### Sequential cells grouped by signal name, run 1

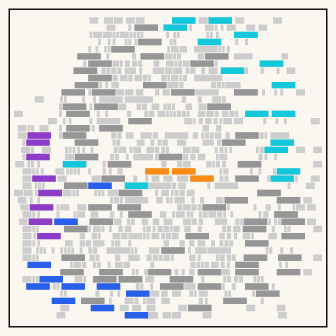
### Pin map, run 1

Pins as bars across the die edge, other pins in gray.
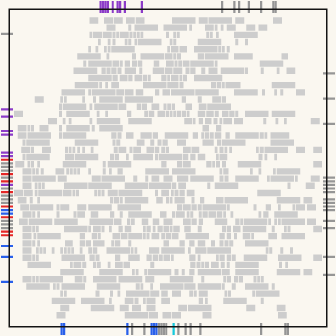
### Metal 3, run 1

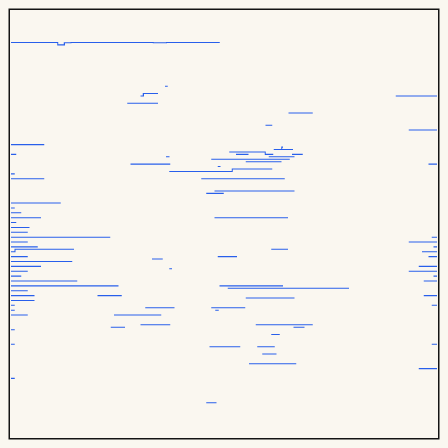
--- src/rtl/yuv_frame_sequencer.sv ---
// Tags a raw 4:2:0 planar YUV byte stream (Y, Cb, Cr per frame) with plane,
// coordinates and frame/line markers through a one-deep valid/ready register.
module yuv_frame_sequencer #(
  parameter int WIDTH  = 352,
  parameter int HEIGHT = 288,
  parameter int CW     = 11
) (
  input  logic          clk,
  input  logic          rst,
  input  logic          start,
  input  logic [15:0]   num_frames,
  input  logic          in_valid,
  input  logic [7:0]    in_data,
  output logic          in_ready,
  output logic          out_valid,
  output logic [7:0]    out_data,
  input  logic          out_ready,
  output logic [1:0]    out_plane,
  output logic [CW-1:0] out_x,
  output logic [CW-1:0] out_y,
  output logic          out_sof,
  output logic          out_eol,
  output logic          out_eof,
  output logic [15:0]   frame_idx,
  output logic          busy,
  output logic          done
);

  typedef enum logic [2:0] {IDLE, LUMA, CB, CR, DRAIN} state_t;

  localparam logic [CW-1:0] LUMA_X_LAST   = CW'(WIDTH - 1);
  localparam logic [CW-1:0] LUMA_Y_LAST   = CW'(HEIGHT - 1);
  localparam logic [CW-1:0] CHROMA_X_LAST = CW'(WIDTH / 2 - 1);
  localparam logic [CW-1:0] CHROMA_Y_LAST = CW'(HEIGHT / 2 - 1);

  state_t        state, state_nx;
  logic [CW-1:0] x, y;
  logic [15:0]   frame_cnt, frames_tgt, frame_cnt_inc;
  logic          in_plane, accept, x_last, y_last, plane_last, frame_last;
  logic          run_complete;
  logic [1:0]    plane;

  // Position decode for the byte currently offered by the source.
  always_comb begin
    // NOTE: every signal gets a default first so no path leaves it unassigned and infers a latch.
    in_plane      = 1'b0;
    plane         = 2'd0;
    x_last        = 1'b0;
    y_last        = 1'b0;
    case (state)
      LUMA: begin
        in_plane = 1'b1;
        plane    = 2'd0;
        x_last   = (x == LUMA_X_LAST);
        y_last   = (y == LUMA_Y_LAST);
      end
      CB, CR: begin
        in_plane = 1'b1;
        plane    = (state == CB) ? 2'd1 : 2'd2;
        x_last   = (x == CHROMA_X_LAST);
        y_last   = (y == CHROMA_Y_LAST);
      end
      default: ;
    endcase
    plane_last    = x_last && y_last;
    frame_last    = (state == CR) && plane_last;
    frame_cnt_inc = frame_cnt + 16'd1;
    run_complete  = (frames_tgt != 16'd0) && (frame_cnt_inc == frames_tgt);
    in_ready      = in_plane && (!out_valid || out_ready);
    accept        = in_valid && in_ready;
    busy          = (state != IDLE);
  end

  always_comb begin
    state_nx = state;
    case (state)
      IDLE:    if (start) state_nx = LUMA;
      LUMA:    if (accept && plane_last) state_nx = CB;
      CB:      if (accept && plane_last) state_nx = CR;
      CR:      if (accept && plane_last) state_nx = run_complete ? DRAIN : LUMA;
      DRAIN:   if (!out_valid || out_ready) state_nx = IDLE;
      default: state_nx = IDLE;
    endcase
  end

  // NOTE: sequential state uses <= so every register updates from pre-edge values.
  always_ff @(posedge clk or posedge rst) begin
    if (rst) begin
      state <= IDLE;
      done  <= 1'b0;
    end else begin
      state <= state_nx;
      done  <= (state == DRAIN) && (!out_valid || out_ready);
    end
  end

  // Raster counters move only on an accepted byte; start rearms the run.
  always_ff @(posedge clk or posedge rst) begin
    if (rst) begin
      x          <= '0;
      y          <= '0;
      frame_cnt  <= '0;
      frames_tgt <= '0;
    end else if (state == IDLE && start) begin
      x          <= '0;
      y          <= '0;
      frame_cnt  <= '0;
      frames_tgt <= num_frames;
    end else if (accept) begin
      if (x_last) begin
        x <= '0;
        y <= y_last ? '0 : y + 1'b1;
      end else begin
        x <= x + 1'b1;
      end
      if (frame_last) frame_cnt <= frame_cnt_inc;
    end
  end

  // One-deep output register; contents hold while the sink stalls.
  always_ff @(posedge clk or posedge rst) begin
    if (rst) begin
      out_valid <= 1'b0;
      out_data  <= '0;
      out_plane <= '0;
      out_x     <= '0;
      out_y     <= '0;
      out_sof   <= 1'b0;
      out_eol   <= 1'b0;
      out_eof   <= 1'b0;
      frame_idx <= '0;
    end else if (accept) begin
      out_valid <= 1'b1;
      out_data  <= in_data;
      out_plane <= plane;
      out_x     <= x;
      out_y     <= y;
      out_sof   <= (state == LUMA) && (x == '0) && (y == '0);
      out_eol   <= x_last;
      out_eof   <= frame_last;
      frame_idx <= frame_cnt;
    end else if (out_ready) begin
      out_valid <= 1'b0;
    end
  end

endmodule

--- config.mk ---
export PLATFORM = sky130hd
export DESIGN_NAME = yuv_frame_sequencer
export DESIGN_NICKNAME = d
export VERILOG_FILES = /design/src/rtl/yuv_frame_sequencer.sv
export SDC_FILE = /design/constraint.sdc
export NUM_CORES = 1
export LEC_CHECK = 0
export CORE_UTILIZATION = 40
export DETAILED_ROUTE_END_ITERATION = 16
export PLACE_DENSITY_LB_ADDON = 0.3
export SLEW_MARGIN = 15
export SYNTH_ARGS = -nofsm -noshare
export SYNTH_HDL_FRONTEND = slang
export SYNTH_SLANG_ARGS = --single-unit
--- constraint.sdc ---
create_clock -name clk -period 3.5 [get_ports clk]
set_clock_uncertainty 0.2 [all_clocks]
set_input_delay 0.525 -clock clk [delete_from_list [all_inputs] [get_ports clk]]
set_output_delay 0.525 -clock clk [all_outputs]
set_load 0.01 [all_outputs]
==> results.cfg, run 1 <==
; physical design summary
[run_status]
status = complete, no violations

[clocking]
clk_pin_slew_worst_paths_ns = 0.07
post_cts_buffers = 0
clk_root_buffer_cell = sky130_fd_sc_hd__clkbuf_16
clock_tree.buffer_depth = 2
numCtsBuffers = 9
post_cts_repair_resize_count = 0
cts_hold_buffers = 0
numClockSinks = 110
htree_levels = 3
clock_latency_ns = 0.35
cts_tree = yes

[synth]
ys_area_um2 = 5530
top_cell_area_share = 0.498
top_cells_by_area = sky130_fd_sc_hd__dfrtp_1 50%, sky130_fd_sc_hd__nand2_1 13%, sky130_fd_sc_hd__xnor2_1 3.3%
synth.cell_area_um2 = 5530
synth_stat.cells = 633
yosys.cell_types.count = 61
synthesis.instances = 633
async_reset_ff_frac = 1.00
mappedNetlistNets = 667
post_synth.cell_area_avg_um2 = 8.73
most_common_cell = sky130_fd_sc_hd__nand2_1
synth-edff-count = 0
synth.yosys.seq_area_share = 0.498
synthDominantAreaCellType = sky130_fd_sc_hd__dfrtp_1
synth-main-ff-cell = sky130_fd_sc_hd__dfrtp_1
yosysWarnings = 0
synth.cells.most_frequent = 197 x sky130_fd_sc_hd__nand2_1, 110 x sky130_fd_sc_hd__dfrtp_1, 38 x sky130_fd_sc_hd__nor2_1
ys.flops = 110

[global_routing]
grt_max_degree = 67
number_of_antenna_violations_at_the_first_check_in_global_routing = 0
grt_pass1_vias = 4502
globalRoute.busiestLayer = met2
gr-usage-all-layers = 0.198
grt_first_pass_wirelength_um = 22500
met1_usage = 0.287
groute.layer.met2.usage = 0.298
globalRouteOverflowTotal = 0

[power_and_ir_drop]
netSwitchingPower_uw = 797
internal-power_uw = 2240
power_density_nw_per_um2 = 446
power.share.sequential = 0.491
power.share.switching = 0.263
clock_share_of_power = 0.360
p_leak_uw = 0.00311
power.share.combinational = 0.149
ir_drop_uv = 248

[setup_path]
required_ns = 3.53
endpoint_kind = register
slowest_stage = sky130_fd_sc_hd__dfrtp_1
slowest_delay_ns = 0.48
critical_path_buf_inv_count = 0
worst-path-max-fanout = 8
worst-endpoint-arrival_ns = 2.81
start_kind = register
setup.worst_path.class = reg2reg
critical-path-top-delay-family = simple AND/OR/NAND/NOR gates
path_cells = ha_1, or3b_1, nor4b_2, a31oi_1, nor3_1, nand4_1, xor2_1, nor2_1

[final_timing]
worstMarginPinSlew_ns = 0.716
final_hold_viol_count = 0
slew_headroom = 0.520
layout_worst_path_cycle_share = 0.793
rsz0062_at_grt = false
setup-violations-final = 0
fmax_mhz = 360
totalNegativeSetupSlack_ns = 0
timing.final.max_slew_violations = 0
finalCriticalPeriod_ns = 2.78

[floorplanning]
row_count = 42
core_area_um2 = 13300
pin_count = 84
chipArea_um2 = 14300
fp_util = 0.414

[layout]
finalNetCount = 730
n_fill_cell = 1259
share_of_final_layout_standard_cells_stronger_than_drive_strength_1 = 0.0601
antennaDiodeCount = 0
final_core_util = 0.510
comb_area_um2 = 2550
flow.area_growth_from_synthesis_pct = 23.1

[worst_hold_path]
hold_path.class = reg2reg

[routing]
detail-route-antenna-nets = 0
via_density_per_instance = 5.23
maxUsedRoutingLayer = met4
detailroute.wirelength.met3_um = 716
drt_iter0_markers = 257
met1_length_um = 6380
drt_pre_antenna_iters = 5
drcViolationCount = 0
wl_met2_um = 5880
avgRoutedWirePerCell_um = 15.0

[job]
max_cap_viol = 0
warning_count = 28

[place]
dp_hpwl_um = 9430
gpl.final_weighted_congestion = 0.892
-- 'Sequential cells grouped by signal name' (at the start) --
frame_idx -> cyan  # placed flops 16
out_data -> purple  # placed flops 8, where middle left
state -> orange  # placed flops 3
out_x -> blue  # placed flops 11, where lower left
not colored = 72
sequential logic power: 1490 uW
area used by sequential logic in the layout: 2750 um2
flop share of the area: 0.404

-- 'Pin map' (at the start) --
num_frames -> purple  # pins 16, direction input, edge 9 top, 7 left
out_sof -> cyan  # pins 1, direction output, edge bottom
in_data -> red  # pins 8, direction input, edge left
out_x -> blue  # pins 11, direction output, edge 6 bottom, 5 left
all pins by edge = 32 left, 20 bottom, 16 right, 16 top
Buffers on Ports: 83
die outline height: 120 um
die extent in x: 120 um

-- 'Metal 3' (at the start) --
longest straight run = 33.6 um
main direction = horizontal
share of all routed wire = 5.5%
nets with wire on the layer = 78
wire length on this layer = 717 um
total via count after detailed routing: 4580
wirelength, routed: 13200 um
met3 capacity usage during global routing: 0.0356

## run 1: cells by family after synthesis
logic type | count (synthesis) | share of synthesized area
and+or+nand+nor | 334 | 0.284
xor gates and xnor gates | 35 | 0.0555
AOI/OAI and AO/OA | 91 | 0.101
buffers and inverters | 54 | 0.0423
adders and majority gates | 5 | 0.0113
DFF | 110 | 0.498
muxes | 4 | 0.00770
## run 1: worst min-delay path, stage by stage (launching register included)
cell and delay [ns]:
sky130_fd_sc_hd__dfrtp_1 0.34, sky130_fd_sc_hd__nand2_1 0.05, sky130_fd_sc_hd__nand2_1 0.05
## run 1: cell type report
class,count,share of cell area
sequential,110,0.404
multi-input combinational,469,0.374
timing repair buffer,91,0.135
clock buffer,11,0.0357
tap,176,0.0324
clock inverter,3,0.0101
inverter,15,0.00882
## run 1: metrics by stage
step	hold slack, ns	setup slack, ns	area (um2)	total power (uW)	std cells
2_1_floorplan	0.268	1.03	5530	1740	633
3_3_place_gp	0.259	0.759	6490	1960	861
3_5_place_dp	0.262	0.697	6490	1970	861
4_1_cts	0.280	0.741	6810	3060	875
5_1_grt	0.298	0.478	6810	3190	875
6_report	0.272	0.725	6810	3040	875
## run 1: cells in the final DEF (no fill, tap or decap), types with 7 or more instances in the layout
cell type	n
sky130_fd_sc_hd__nor4_1	9
sky130_fd_sc_hd__nor3_1	13
sky130_fd_sc_hd__a21oi_1	15
sky130_fd_sc_hd__inv_1	14
sky130_fd_sc_hd__o31ai_1	7
sky130_fd_sc_hd__xnor2_1	21
sky130_fd_sc_hd__dfrtp_1	110
sky130_fd_sc_hd__clkdlybuf4s50_1	83
sky130_fd_sc_hd__o21ai_0	28
sky130_fd_sc_hd__xor2_1	14
sky130_fd_sc_hd__nand2_1	197
sky130_fd_sc_hd__nand2b_1	10
sky130_fd_sc_hd__nor2_1	38
sky130_fd_sc_hd__nand3_1	16
sky130_fd_sc_hd__clkbuf_16	9
sky130_fd_sc_hd__o21ai_1	18
sky130_fd_sc_hd__nand4_1	11
## run 1: registers in the layout, indices dropped and copies added (netlist names), 2 cells and up
register / count
frame_cnt: 16
frame_idx: 16
frames_tgt: 16
out_x: 11
out_y: 11
x: 11
y: 11
out_data: 8
state: 3
out_plane: 2
## run 1: path summary, 6_finish.rpt
path | end | slack, ns | startpoint | depth (start not counted)
max | y[10]$_DFFE_PP0P_ | 0.72 | x[1]$_DFFE_PP0P_ | 8
min in group asynchronous | frame_idx[8]$_DFFE_PP0P_ | 0.28 | rst | 2
max reg2reg | y[10]$_DFFE_PP0P_ | 0.72 | x[1]$_DFFE_PP0P_ | 8
min | frame_idx[9]$_DFFE_PP0P_ | 0.27 | frame_idx[9]$_DFFE_PP0P_ | 2
min reg2reg | frame_idx[9]$_DFFE_PP0P_ | 0.27 | frame_idx[9]$_DFFE_PP0P_ | 2
max in group asynchronous | out_x[8]$_DFFE_PP0P_ | 2.22 | rst | 3
## run 1: power by group through the flow
stage,Sequential (uW),Combinational (uW),Clock [uW]
floorplan,1500,248,0
global placement,1510,452,0
global route,1510,510,1170
CTS,1490,461,1110
finish,1490,452,1090
detailed placement,1510,460,0
## Run 2: what changed since run 1
==> constraint.sdc (replaced) <==
create_clock -name clk -period 2.9 [get_ports clk]
set_clock_uncertainty 0.2 [all_clocks]
set_input_delay 0.435 -clock clk [delete_from_list [all_inputs] [get_ports clk]]
set_output_delay 0.435 -clock clk [all_outputs]
set_load 0.01 [all_outputs]
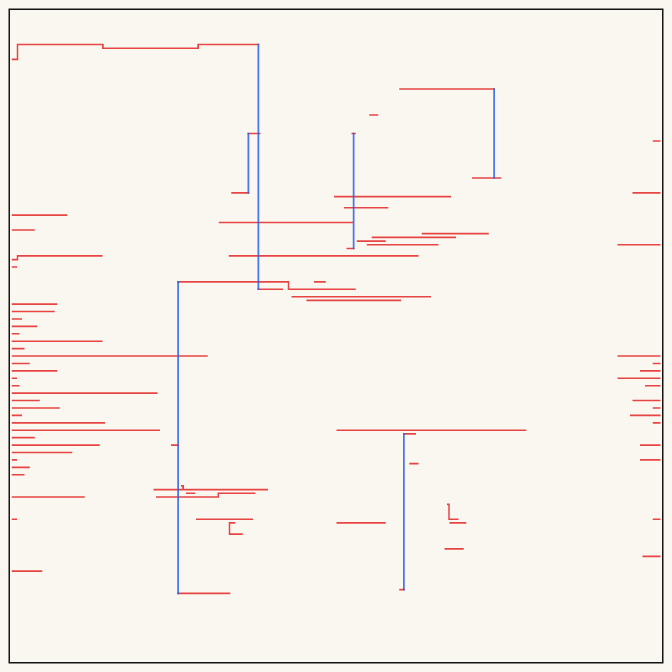
*Signal wires by layer, run 2*
Two of the layers only.
met4 -> blue  # wire length 179 um
met3 -> red  # wire length 741 um
wirelength, routed: 13300 um
total via count after detailed routing: 4582

==> run 2 against run 1 <==
Routed wire length increased by 0.89%. Count of clock-buffer cells in the layout is 2 lower. Register-to-register slack got worse by 0.53 ns. Via count barely moved. Worst setup slack worse by 0.53 ns. Critical path depth did not move. Worst hold slack better by 0.0041 ns. Die size did not move. Global-route usage grew 0.20 points. Synthesized area unchanged. Sequential cell count is the same. Fmax rose by 2.7%. Largest power group unchanged.
==> results.cfg, run 2 <==
; physical design summary
[worst_hold_path]
hold_path.class = reg2reg

[routing]
avgRoutedWirePerCell_um = 15.1
via_density_per_instance = 5.22
detail-route-antenna-nets = 0
drcViolationCount = 0
drt_iter0_markers = 303
drt_pre_antenna_iters = 5

[setup_path]
setup.worst_path.class = reg2reg
reg2reg_capture_point = state[2]$_DFFE_PP0P_
start_kind = register
endpoint_kind = register
worst-path-max-fanout = 8
ff2ff_setup_slack_ns = 0.20
slowest_delay_ns = 0.49
required_ns = 3.01
r2r.worst_path.cells = 8
slowest_stage = sky130_fd_sc_hd__dfrtp_1

[clocking]
clock_latency_ns = 0.36
htree_levels = 3
post_cts_buffers = 0
numClockSinks = 110
clk_pin_slew_worst_paths_ns = 0.08
clock_tree.buffer_depth = 2
clk_root_buffer_cell = sky130_fd_sc_hd__clkbuf_16
cts_hold_buffers = 0

[layout]
antennaDiodeCount = 0
share_of_final_layout_standard_cells_stronger_than_drive_strength_1 = 0.0698
flow.area_growth_from_synthesis_pct = 23.2
layout_top_registers = frame_cnt (16), frame_idx (16), frames_tgt (16)
final_common_cell = sky130_fd_sc_hd__nand2_1

[final_timing]
totalNegativeSetupSlack_ns = 0
rsz0062_at_grt = false
timing.final.max_slew_violations = 0
layout_worst_path_cycle_share = 0.932
fmax_mhz = 370
setup-violations-final = 0

[power_and_ir_drop]
ir_drop_uv = 316
p_leak_uw = 0.00313
power_density_nw_per_um2 = 528

[synth]
async_reset_ff_frac = 1.00
synth-edff-count = 0
ys_area_um2 = 5530
synthDominantAreaCellType = sky130_fd_sc_hd__dfrtp_1
post_synth.cell_area_avg_um2 = 8.73
top_cells_by_area = sky130_fd_sc_hd__dfrtp_1 50%, sky130_fd_sc_hd__nand2_1 13%, sky130_fd_sc_hd__xnor2_1 3.3%
yosysWarnings = 0
synth.cells.most_frequent = 197 x sky130_fd_sc_hd__nand2_1, 110 x sky130_fd_sc_hd__dfrtp_1, 38 x sky130_fd_sc_hd__nor2_1
synth.cell_area_um2 = 5530
most_common_cell = sky130_fd_sc_hd__nand2_1
mappedNetlistNets = 667

[global_routing]
grt_max_degree = 111
grt_pass1_vias = 4607
number_of_antenna_violations_at_the_first_check_in_global_routing = 0
gr-usage-all-layers = 0.200
grt_first_pass_wirelength_um = 22700

[floorplanning]
die-width_um = 120
fp_util = 0.414
core_area_um2 = 13300
pin_count = 84

[place]
numPlacedInstances = 862
detailedPlace.worstSlack_ns = 0.207

[run_status]
status = complete, no violations

[job]
max_cap_viol = 0
warning_count = 30
[run 2: worst max-delay path: cells and delay by family (launching register included)]
| family | cells | cell delay [ns] |
|---|---|---|
| xor gates and xnor gates | 1 | 0.14 |
| DFF | 1 | 0.49 |
| adders and majority gates | 1 | 0.32 |
| AOI/OAI and AO/OA | 2 | 0.30 |
| and+or+nand+nor | 4 | 1.20 |
[run 2: how the worst min path moves through the flow]
stage                                endpoint  slack, ns  cells past startpoint
floorplan           frames_tgt[2]$_DFFE_PP0P_       0.27                      2
global placement      out_data[0]$_DFFE_PP0P_       0.26                      2
detailed placement        out_eof$_DFFE_PP0P_       0.26                      2
CTS                   out_data[6]$_DFFE_PP0P_       0.28                      2
global route         frame_idx[8]$_DFFE_PP0P_       0.30                      2
finish                   out_y[3]$_DFFE_PP0P_       0.28                      2
[run 2: per-stage QoR]
stage	cell area (um2)	total power, uW
global placement	6490	2360
CTS	6800	3630
detailed placement	6490	2380
finish	6810	3600
global route	6810	3780
floorplan	5530	2100
[run 2: final cells by class]
class,count,area (um2),area share
well taps,176,220,0.0323
flip-flops and latches,110,2750,0.404
clock inverters,7,83.8,0.0123
multi-input cells,469,2560,0.375
inverters,15,60.1,0.00882
repair buffers,92,911,0.134
clock buffers,9,225,0.0331
[run 2: logic make-up (layout without fill, tap and decap cells)]
group	after synthesis	in the layout	synth area share
multiplexers	4	4	0.00770
AND/OR/NAND/NOR	334	334	0.284
buffers and inverters	54	123	0.0423
adder cells (fa/ha/maj)	5	5	0.0113
XOR/XNOR	35	35	0.0555
flip-flops	110	110	0.498
AND-OR/OR-AND	91	91	0.101
[run 2: report_power, final]
group	internal [uW]	leakage (uW)	switching [uW]
Sequential	1650	0.00148	139
Clock	619	0.000151	630
Combinational	271	0.00150	286
[run 2: per-layer routing]
metal  global-route usage  vias up  share of wire
met4               0.0820        0          0.013
met3               0.0399       13          0.056
met5                    0        -              0
met2                0.300      116           0.45
met1                0.282     2204           0.48
li1                     -     2249              -
[run 2: repair_timing]
item / in CTS / in global routing
setup endpoints to repair: 0 / 4
gates resized: 0 / 4
endpoints found under the hold margin: 0 / 0
Power and IR drop assume default switching activity.
